==> config.mk <==
export PLATFORM = sky130hd
export DESIGN_NAME = wrr_request_queue
export DESIGN_NICKNAME = d
export VERILOG_FILES = /design/src/rtl/wrr_request_queue.sv
export SDC_FILE = /design/constraint.sdc
export NUM_CORES = 1
export LEC_CHECK = 0
export ABC_AREA = 1
export CAP_MARGIN = 10
export CORE_MARGIN = 1
export CORE_UTILIZATION = 60
export DETAILED_ROUTE_END_ITERATION = 12
export PLACE_DENSITY = 0.82
export SYNTH_ARGS = -nofsm -noshare
export SYNTH_HDL_FRONTEND = slang
export SYNTH_SLANG_ARGS = --single-unit
==> constraint.sdc <==
create_clock -name clk -period 3.3 [get_ports clk]
set_input_delay 0.66 -clock clk [delete_from_list [all_inputs] [get_ports clk]]
set_output_delay 0.66 -clock clk [all_outputs]
set_load 0.02 [all_outputs]
==> src/rtl/wrr_request_queue.sv <==
// -----------------------------------------------------------------------------
// wrr_request_queue
//
// Upstream feeder for a weighted round-robin arbiter. Each requestor owns a
// small FIFO. A queue's request line is high while it holds data. A legal
// one-hot grant pops that queue's head word, and the word appears on out_*
// one cycle later.
//
// Parameters
//   N      number of requestors (request/grant width)
//   DW     data word width
//   DEPTH  entries per queue (power of 2, >= 2)
//
// Ports
//   clk         rising-edge clock
//   reset       synchronous reset, active-high
//   push_valid  [N]     per-channel write strobe
//   push_data   [N*DW]  channel i word in bits [i*DW +: DW]
//   push_ready  [N]     channel i can accept a word (not full, not in reset)
//   request     [N]     channel i non-empty
//   grant       [N]     arbiter grant, one-hot or zero
//   out_valid           one-cycle pulse, popped word valid
//   out_data    [DW]    popped word (holds between pops)
//   out_id      [IW]    source channel of the popped word (holds between pops)
//   grant_err           one-cycle pulse, illegal grant seen
//   pop_count   [N*16]  saturating per-channel pop counters
//
// Optional feature: define WRR_QUEUE_STATS_EN to add pop_count and its
// counters. All other behaviour is the same with or without it.
// -----------------------------------------------------------------------------
module wrr_request_queue #(
    parameter int N     = 4,
    parameter int DW    = 8,
    parameter int DEPTH = 4,
    localparam int IW   = (N > 1) ? $clog2(N) : 1
) (
    input  logic            clk,
    input  logic            reset,
    input  logic [N-1:0]    push_valid,
    input  logic [N*DW-1:0] push_data,
    output logic [N-1:0]    push_ready,
    output logic [N-1:0]    request,
    input  logic [N-1:0]    grant,
    output logic            out_valid,
    output logic [DW-1:0]   out_data,
    output logic [IW-1:0]   out_id,
`ifdef WRR_QUEUE_STATS_EN
    output logic [N*16-1:0] pop_count,
`endif
    output logic            grant_err
);

    localparam int AW = $clog2(DEPTH);
    // One extra pointer bit separates full from empty when addresses match.
    localparam int PW = AW + 1;

    // True when exactly one bit of v is set.
    function automatic logic is_onehot(input logic [N-1:0] v);
        return (v != {N{1'b0}}) && ((v & (v - N'(1))) == {N{1'b0}});
    endfunction

    logic [DW-1:0] mem_r [N][DEPTH];
    logic [PW-1:0] wr_ptr_r [N];
    logic [PW-1:0] rd_ptr_r [N];

    logic [N-1:0]  empty_s;
    logic [N-1:0]  full_s;
    logic [N-1:0]  push_fire_s;
    logic [N-1:0]  pop_s;
    logic [IW-1:0] grant_idx_s;
    logic          legal_s;
    logic          illegal_s;
    logic [DW-1:0] head_data_s;

    logic          out_valid_r;
    logic [DW-1:0] out_data_r;
    logic [IW-1:0] out_id_r;
    logic          grant_err_r;

    // Queue status from registered pointers; no same-cycle bypass.
    always_comb begin
        empty_s = {N{1'b0}};
        full_s  = {N{1'b0}};
        for (int i = 0; i < N; i++) begin
            empty_s[i] = (wr_ptr_r[i] == rd_ptr_r[i]);
            full_s[i]  = (wr_ptr_r[i][AW-1:0] == rd_ptr_r[i][AW-1:0]) &&
                         (wr_ptr_r[i][AW] != rd_ptr_r[i][AW]);
        end
    end

    assign push_ready  = ~full_s & {N{~reset}};
    assign request     = ~empty_s;
    assign push_fire_s = push_valid & push_ready;

    // Grant decode: a grant is legal only if one-hot and aimed at a non-empty queue.
    always_comb begin
        grant_idx_s = {IW{1'b0}};
        for (int i = 0; i < N; i++) begin
            if (grant[i]) begin
                grant_idx_s = IW'(i);
            end else begin
                grant_idx_s = grant_idx_s;
            end
        end
        legal_s     = is_onehot(grant) && !empty_s[grant_idx_s];
        illegal_s   = (grant != {N{1'b0}}) && !legal_s;
        pop_s       = legal_s ? grant : {N{1'b0}};
        head_data_s = mem_r[grant_idx_s][rd_ptr_r[grant_idx_s][AW-1:0]];
    end

    // Queue storage; intentionally not reset.
    always_ff @(posedge clk) begin
        for (int i = 0; i < N; i++) begin
            if (push_fire_s[i]) begin
                mem_r[i][wr_ptr_r[i][AW-1:0]] <= push_data[i*DW +: DW];
            end
        end
    end

    // Read/write pointers; wrap naturally modulo 2*DEPTH.
    always_ff @(posedge clk) begin
        if (reset) begin
            for (int i = 0; i < N; i++) begin
                wr_ptr_r[i] <= {PW{1'b0}};
                rd_ptr_r[i] <= {PW{1'b0}};
            end
        end else begin
            for (int i = 0; i < N; i++) begin
                if (push_fire_s[i]) begin
                    wr_ptr_r[i] <= wr_ptr_r[i] + PW'(1);
                end
                if (pop_s[i]) begin
                    rd_ptr_r[i] <= rd_ptr_r[i] + PW'(1);
                end
            end
        end
    end

    // Downstream output register; data/id hold when nothing is popped.
    always_ff @(posedge clk) begin
        if (reset) begin
            out_valid_r <= 1'b0;
            out_data_r  <= {DW{1'b0}};
            out_id_r    <= {IW{1'b0}};
            grant_err_r <= 1'b0;
        end else begin
            out_valid_r <= legal_s;
            grant_err_r <= illegal_s;
            if (legal_s) begin
                out_data_r <= head_data_s;
                out_id_r   <= grant_idx_s;
            end
        end
    end

    assign out_valid = out_valid_r;
    assign out_data  = out_data_r;
    assign out_id    = out_id_r;
    assign grant_err = grant_err_r;

`ifdef WRR_QUEUE_STATS_EN
    logic [15:0] pop_cnt_r [N];

    // Saturating per-channel count of legal pops.
    always_ff @(posedge clk) begin
        if (reset) begin
            for (int i = 0; i < N; i++) begin
                pop_cnt_r[i] <= 16'h0000;
            end
        end else begin
            for (int i = 0; i < N; i++) begin
                if (pop_s[i] && (pop_cnt_r[i] != 16'hFFFF)) begin
                    pop_cnt_r[i] <= pop_cnt_r[i] + 16'h0001;
                end
            end
        end
    end

    // Pack counters onto the flat output bus.
    always_comb begin
        pop_count = {(N*16){1'b0}};
        for (int i = 0; i < N; i++) begin
            pop_count[i*16 +: 16] = pop_cnt_r[i];
        end
    end
`endif

endmodule

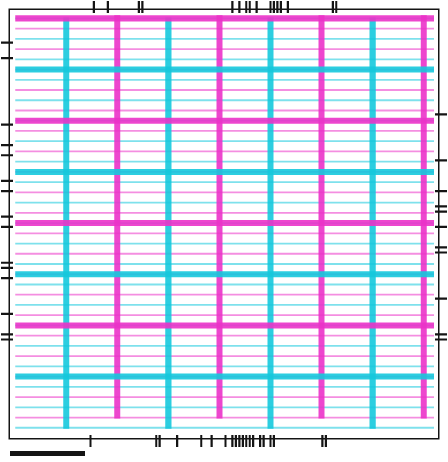
Fig. 1. PDN straps and rails.
The bar under the picture is 20 µm long. Pins as bars on the die edge.
VDD -> magenta
VSS -> cyan
met4 straps = 8
rows = 40
met5 straps = 8
signal pins = 62

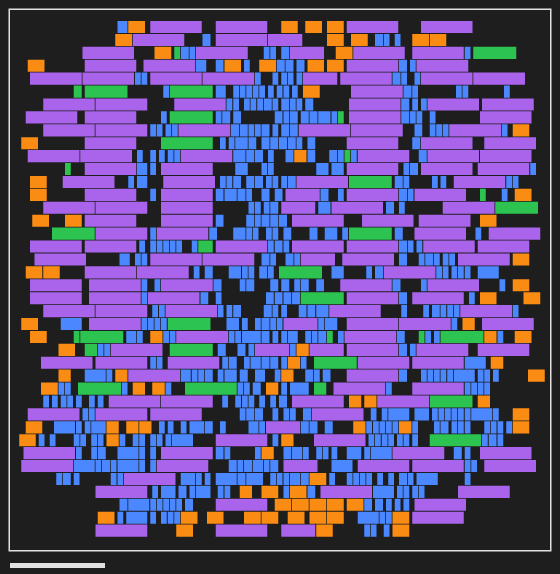
Fig. 2. Cell classes on the final placement.
The bar under the picture is 20 µm long.
clock drivers and dummy loads -> green  # cells 32
other buffers and delay cells -> orange  # cells 86
all other logic -> blue  # cells 545
flops -> purple  # cells 164

==> changes_impl.md <==
## Flow update

* Outcome: complete, no violations
* Global-route wire length before repair at 26.8 mm
* Worst clock skew at between 0.008 and 0.009 ns
* Ports at 62
* Reg2reg start: wr_ptr_r[0][9]
* DR pass1 iterations at 5
* Root cell of the clock tree: clkbuf_16
* Setup Total Neg Slack at 0 ns
* Port-buffer cells at 61
* Hold_ws at roughly 0.47 ns
* Row count at 40
* Critical Path, Cell by Cell: clkdlybuf4s50_1 -> inv_1 -> o21ai_0 -> inv_1 -> clkdlybuf4s50_1
* 1st-iter DRT viols at 607
* Most frequent cells in the layout: edfxtp_1 (152), nand2_1 (147), nor2_1 (119), nand3_1 (78), inv_1 (77)
* PD cells at around 550 nW/µm²
* Crit path max-delay cell type: clkdlybuf4s50_1
* Worst Hold Endpoint: out_data[2]
* GRT Total Usage at 27.9%
* Synth area leader: edfxtp_1
* Largest net degree at the start of global routing at between 40 and 50
* CTS buffer count at 17
* Final period util at 87.1%
* Cell depth of the worst hold path at 2
* Dpl cells at approximately 960
* Critical Path End Type: output pin
* Most frequent cell after synthesis: edfxtp_1
* Core Util at FP at 61.9%
* Die ar. at 12900 µm²
* Post-synthesis net count at between 700 and 800
* Hold Startpoint: out_data[2]
* Leakage power at 3.61 nW
* Clock transition at path regs at roughly 0.06 ns
* Total gr overflow at 0
* R2r endpoint: rd_ptr_r[3][1]
* DRC at 0
* Number of cells on the worst reg-to-reg path at 8
* Final net count at 876
* Routed WL at 16.9 mm
* FFs w/ async S/R, synth at 0%
* Critical path arrival at 2.21 ns
* Wire per inst at about 17 µm
* Vias in the first global route at 5232
* Distinct lib cells at 25
* Critical path fanouts, max at 9
* Hold Crit Class: reg2reg
* Cell Area, Synth at between 7000 and 8000 µm²
* Commonest flop: edfxtp_1
* Main area contributors: edfxtp_1 (61%), nand2_1 (7.4%), nor2_1 (6.0%)
* FMAX at approximately 0.35 GHz
* Unrepaired setup endpoints after global routing: false
* Initial antenna violation count at 0
* ANT cells at 0
* Yosys stat area at about 7500 µm²
* Routability cong. at 0.959
* CTS Hold Buffers Added at 0
* Category of the most critical setup path: in2out
* Flop2flop setup slack at between 1 and 1.5 ns
* Routed vias at approximately 5.5k
* Setup violators final at 0
* Bufs on Longest Clock Path at 2
* CTS resizes at 0
* Crit path time final at 2.87 ns
* Avg Cell Area, Syn at between 10 and 15 µm²
* Detail Placement HPWL at around 12 mm
* CP endpoint: push_ready[1]
* Max-capacitance violation count at 0
* CP startpoint kind: input pin
* Most frequent logic cell in the layout: edfxtp_1
* Ys flops at 164
* Worst setup startpoint: reset
* Slew @ Worst Pin at 0.510 ns
* H-tree levels at 4
* Via-to-Cell Ratio at about 5.5
* Final Hold Vio Count at 0
* Synth Seq Share at 64.1%
* Max-area cell share at 60.9%
* Tool Warnings at 38
* Layout Cells excl Fill at 995
* Share of cells above drive strength 1 at 8.59%
* CTS tree: done
* Clock sinks at 164
* Count of library flops with an enable pin at 152
* Post-synth top cells: edfxtp_1 (152), nand2_1 (147), nor2_1 (120)
* Layout Utilization at between 70% and 80%
* Critical Path RT at roughly 2.6 ns
* Die Height at 114 µm
* Post-Syn Instances at between 700 and 800
* Die Width at between 100 and 150 µm
* Worst VDD drop at 0.000382 V
* Ys Warns at 0
* Final Max Slew Viols at 0
* Ys cells at 736
* CP peak stage delay at 0.60 ns
* Area grow syn2layout at 19.2%
* Number of setup buffers added after CTS at 0
* Clk_lat worst skew at 0.42 ns
* Core Region at 12100 µm²
* Routed Antenna Nets at 0
* Slew HR at between 60% and 70%
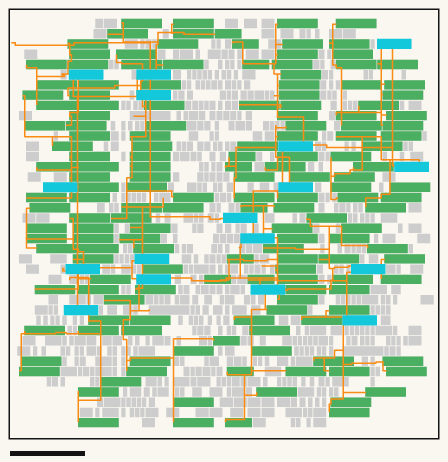
Fig. 3. Clock network drawn from the DEF.
The bar under the picture is 20 µm long.
clock wires -> orange  # length 1670 µm
flip-flops -> green  # count 164
cells driving clock nets -> cyan  # count 17
flops lie = spread over the die

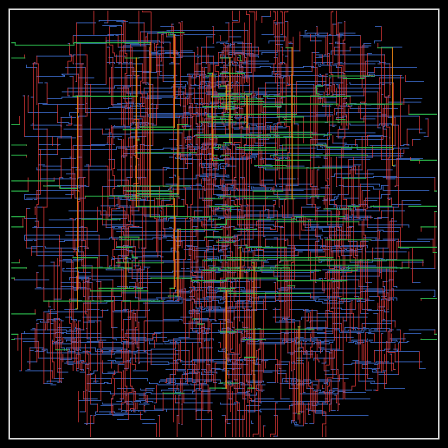
Fig. 4. Metal layers overlaid.
met1 -> blue  # wire length 6870 µm
met4 -> orange  # wire length 456 µm
met3 -> green  # wire length 1410 µm
met2 -> red  # wire length 8190 µm

[cell families (layout without fill, tap and decap cells)]
family / after synthesis / count (layout) / share of synthesized area (%)
AND-OR/OR-AND: 57 / 57 / 3.81
XOR/XNOR: 7 / 7 / 0.818
adder cells (fa/ha/maj): 20 / 20 / 3.34
buffers and inverters: 111 / 202 / 6.20
flip-flops: 164 / 164 / 64.1
AND/OR/NAND/NOR: 377 / 377 / 21.7
[worst max-delay path, delay by kind of cell]
family,cells,cell delay [ns]
AND-OR/OR-AND,1,0.14
buffers and inverters,4,1.40
[flip-flops by register name (all words and copies together), names as in the netlist]
name       count
grant_err      1
mem_r        128
out_data       8
out_id         2
out_valid      1
rd_ptr_r      12
wr_ptr_r      12
[power breakdown]
part / leakage, nW / total (W) / switching [W] / internal, W
Clock: 0.272 / 0.00192 / 0.000745 / 0.00118
Combinational: 1.83 / 0.000544 / 0.000339 / 0.000205
Sequential: 1.51 / 0.00241 / 0.0000474 / 0.00236
[layout make-up]
| class | count | area, µm² |
|---|---|---|
| Multi-Input combinational cell | 461 | 2230 |
| Sequential cell | 164 | 4800 |
| Clock buffer | 20 | 437 |
| Timing Repair Buffer | 86 | 798 |
| Fill cell | 820 | 3180 |
| Clock inverter | 12 | 138 |
| Inverter | 84 | 318 |
| Tap cell | 168 | 210 |
[routing by layer]
layer  track usage (%)  vias up  routed length, µm
met1              36.1     2554               6870
met3              6.06       40               1410
met4              12.0        0                456
met5                 0        -                  0
li1                  -     2594                  -
met2              45.6      283               8190
[stage by stage]
stage	setup WS [ns]	cell area [µm²]	total power [W]
floorplan	1.31	7490	0.00276
CTS	0.412	8930	0.00488
global route	0.318	8930	0.00502
global placement	0.341	8360	0.00295
finish	0.427	8930	0.00487
detailed placement	0.170	8360	0.00298
Power figures rest on the tool's default switching activity, not on a simulated workload.
